File: config.mk
export PLATFORM = sky130hd
export DESIGN_NAME = load_store_unit
export DESIGN_NICKNAME = d
export VERILOG_FILES = /design/src/rtl/load_store_unit.sv
export SDC_FILE = /design/constraint.sdc
export NUM_CORES = 1
export LEC_CHECK = 0
export CORE_MARGIN = 3
export CORE_UTILIZATION = 40
export DETAILED_ROUTE_END_ITERATION = 10
export PLACE_DENSITY = 0.82
export SLEW_MARGIN = 20
export SYNTH_ARGS = -nofsm -noshare
export SYNTH_HDL_FRONTEND = slang
export SYNTH_SLANG_ARGS = --single-unit
File: constraint.sdc
create_clock -name clk -period 7.4 [get_ports clk]
set_input_delay 1.85 -clock clk [delete_from_list [all_inputs] [get_ports clk]]
set_output_delay 1.85 -clock clk [all_outputs]
set_load 0.1 [all_outputs]
File: src/rtl/load_store_unit.sv
// Byte/half/word load-store unit in front of a single-ported word memory with
// registered read data. Sub-word stores are a read-modify-write of one word.
module load_store_unit #(
  parameter int ADDR_WIDTH = 10
) (
  input  logic                  clk,
  input  logic                  rst,
  input  logic                  req_valid,
  output logic                  req_ready,
  input  logic                  req_write,
  input  logic [2:0]            req_funct3,
  input  logic [31:0]           req_addr,
  input  logic [31:0]           req_wdata,
  output logic                  resp_valid,
  output logic [31:0]           resp_rdata,
  output logic                  resp_fault,
  output logic                  mem_read,
  output logic                  mem_write,
  output logic [ADDR_WIDTH-1:0] mem_address,
  output logic [31:0]           mem_write_data,
  input  logic [31:0]           mem_read_data,
  output logic [2:0]            dbg_state_o
);
  typedef enum logic [2:0] {
    S_IDLE  = 3'd0,
    S_RD    = 3'd1,
    S_MERGE = 3'd2,
    S_WR    = 3'd3,
    S_DONE  = 3'd4
  } state_t;

  state_t                state_q, state_d;
  logic                  write_q;
  logic [2:0]            funct3_q;
  logic [ADDR_WIDTH+1:0] addr_q;
  logic [31:0]           wdata_q;
  logic                  fault_q;
  logic                  accept;
  logic                  req_fault;
  logic [15:0]           lane;
  logic [31:0]           load_data;
  logic [31:0]           merge_data;
  logic                  unused_addr_bits;

  // Handshake: a request is taken on a rising edge with req_valid && req_ready;
  // req_ready is high only in IDLE, so a held req_valid is taken once per IDLE visit.
  assign accept           = req_valid && req_ready;
  assign unused_addr_bits = ^req_addr[31:ADDR_WIDTH+2];

  always_comb begin
    req_fault = 1'b0;
    if (req_write) begin
      case (req_funct3)
        3'b000:  req_fault = 1'b0;
        3'b001:  req_fault = req_addr[0];
        3'b010:  req_fault = |req_addr[1:0];
        default: req_fault = 1'b1;
      endcase
    end else begin
      case (req_funct3)
        3'b000, 3'b100: req_fault = 1'b0;
        3'b001, 3'b101: req_fault = req_addr[0];
        3'b010:         req_fault = |req_addr[1:0];
        default:        req_fault = 1'b1;
      endcase
    end
  end

  always_comb begin
    state_d = state_q;
    case (state_q)
      S_IDLE: begin
        if (accept) begin
          if (req_fault)                  state_d = S_DONE;
          else if (!req_write)            state_d = S_RD;
          else if (req_funct3 == 3'b010)  state_d = S_WR;
          else                            state_d = S_RD;
        end
      end
      S_RD:    state_d = write_q ? S_MERGE : S_DONE;
      S_MERGE: state_d = S_DONE;
      S_WR:    state_d = S_DONE;
      S_DONE:  state_d = S_IDLE;
      default: state_d = S_IDLE;
    endcase
  end

  always_ff @(posedge clk) begin
    if (rst) begin
      state_q  <= S_IDLE;
      write_q  <= 1'b0;
      funct3_q <= 3'b000;
      addr_q   <= '0;
      wdata_q  <= 32'd0;
      fault_q  <= 1'b0;
    end else begin
      state_q <= state_d;
      if (accept) begin
        write_q  <= req_write;
        funct3_q <= req_funct3;
        addr_q   <= req_addr[ADDR_WIDTH+1:0];
        wdata_q  <= req_wdata;
        fault_q  <= req_fault;
      end
    end
  end

  // 16-bit window starting at the addressed byte; halves are aligned here.
  always_comb begin
    case (addr_q[1:0])
      2'd0:    lane = mem_read_data[15:0];
      2'd1:    lane = mem_read_data[23:8];
      2'd2:    lane = mem_read_data[31:16];
      default: lane = {8'd0, mem_read_data[31:24]};
    endcase
    case (funct3_q)
      3'b000:  load_data = {{24{lane[7]}}, lane[7:0]};
      3'b001:  load_data = {{16{lane[15]}}, lane};
      3'b100:  load_data = {24'd0, lane[7:0]};
      3'b101:  load_data = {16'd0, lane};
      default: load_data = mem_read_data;
    endcase
  end

  always_comb begin
    merge_data = mem_read_data;
    if (funct3_q[0]) begin
      if (addr_q[1]) merge_data[31:16] = wdata_q[15:0];
      else           merge_data[15:0]  = wdata_q[15:0];
    end else begin
      case (addr_q[1:0])
        2'd0:    merge_data[7:0]   = wdata_q[7:0];
        2'd1:    merge_data[15:8]  = wdata_q[7:0];
        2'd2:    merge_data[23:16] = wdata_q[7:0];
        default: merge_data[31:24] = wdata_q[7:0];
      endcase
    end
  end

  // Strobes are gated by rst so a reset landing in MERGE/WR never writes.
  assign req_ready      = (state_q == S_IDLE);
  assign mem_read       = !rst && (state_q == S_RD);
  assign mem_write      = !rst && ((state_q == S_MERGE) || (state_q == S_WR));
  assign resp_valid     = !rst && (state_q == S_DONE);
  assign resp_fault     = (state_q == S_DONE) && fault_q;
  assign resp_rdata     = ((state_q == S_DONE) && !write_q && !fault_q) ? load_data : 32'd0;
  assign mem_address    = addr_q[ADDR_WIDTH+1:2];
  assign mem_write_data = (state_q == S_MERGE) ? merge_data :
                          (state_q == S_WR)    ? wdata_q    : 32'd0;
  assign dbg_state_o    = state_q;
endmodule

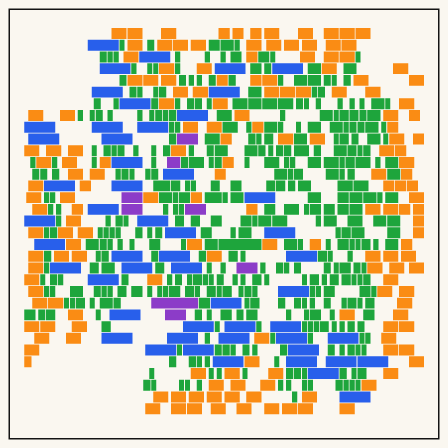
Figure 1: cell classes on the final placement.
orange -> remaining buffers and delay cells  # cells 168, share of their area 32%
green -> remaining logic cells  # cells 408, share of their area 44%
blue -> registers  # cells 52, share of their area 21%
purple -> clock drivers and dummy loads  # cells 8, share of their area 2.4%

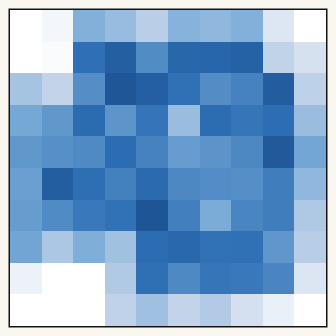
Figure 2: local utilization.
The die is cut into 10 by 10 equal tiles; white is low, dark blue is high, 0 to 100% covered.
fullest tile = 85%
emptiest ninth of the die = south-west
tiles over 75% full = 17%
nearly empty tiles = 9.0%
core area: 0.008341 mm2
Pre-Place Util: 41.73%
final core utilization: 61.12%

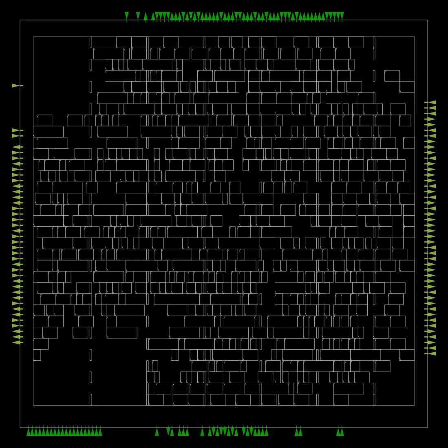
Figure 3: cell outlines without signal wires.
filler cell count: 764
number of tapcells: 105
flop share of the area: 20.42%
row count: 33
Non-Filler Instances: 741

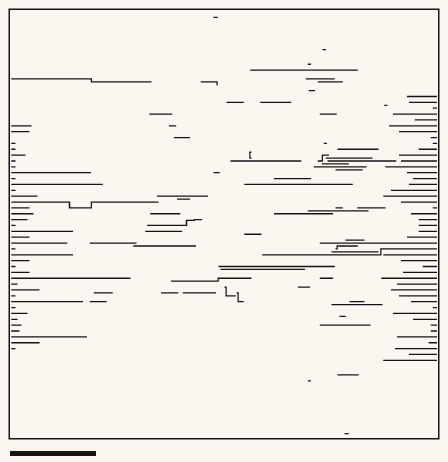
Figure 4: metal 3.
Scale bar: 20 um.
wire length on this layer = 1080 um
longest straight run = 27.4 um
met3 usage: 5.049%
DR vias: 4196
WL final: 12.81 mm

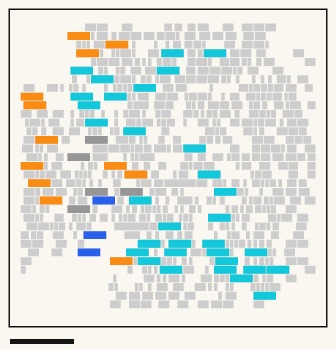
Figure 5: sequential cells colored by netlist name.
Scale bar: 20 um.
blue -> dbg_state_o  # flops 3
cyan -> wdata_q  # flops 32
orange -> addr_q  # flops 12
register area: 0.001041 mm2
P_seq: 0.000322 W

==> out/results.txt <==
outcome -> finished, final reports clean
Comb gates -> 388
1st-iter DRT viols -> 330
total track usage -> 24.61%
Final Cycle Share -> 82.57%
reg-to-reg slack, setup -> 5590 ps
Biggest register -> wdata_q
number of flops mapped to enable cells by yosys -> 0
share of post-route cells with drive strength above 1 -> 8.333%
Comb power frac -> 37.1%
Max IR drop VDD -> 0.0001423 V
IO buf count -> 164
sw frac -> 39.07%
cell type with the largest total area -> dfxtp_1
cts bufs inserted -> 5
total tool warning count -> 46
max FFs per register -> 32
grt ovf -> 0
Async S/R FF share, synth -> 0%
Non-clk bufs -> 168
Yosys chip area -> 0.003481 mm2
metal3 WL -> 1.078 mm
global-route wire length before repair -> 19.80 mm
H-tree level count -> 2
Largest regs -> wdata_q x32, addr_q x12
hold path start -> addr_q[10]$_SDFFE_PP0P_
Total Power -> 0.0008441 W
power density cells -> 165.6 mW/mm2
ys flop type -> dfxtp_1
Inverters -> 20
Main power group -> registers
most frequent logic cell in the layout -> nand2_1
Gate Area -> 0.002125 mm2
Nets -> 738
number of cells on the critical path -> 6
pin count of the biggest net entering global routing -> 56
crit path DRT -> 5550 ps
top cells, area -> dfxtp_1, nand2_1, a21oi_1
RR Startpoint -> dbg_state_o[0]$_SDFFE_PP0P_
CTS tree -> built
critical path class -> input pin to output pin
crit-path cells -> clkdlybuf4s50_1 > nor2_1 > a31oi_1 > nor2_1 > o31ai_1 > clkdlybuf4s50_1
average cell area after synthesis -> 6.825 um2
Yosys warnings -> 0
Mapped Cells -> 510
multi-input combinational area share -> 41.68%
XORs/XNORs by Area -> 0%
registers -> 52
crit end category -> output pin
CP arrival -> 4260 ps
f_max -> 163.7 MHz
syn_nets -> 613
vias in the first global route -> 4037
clk sinks -> 52
Power is estimated from default activity; no workload was simulated.
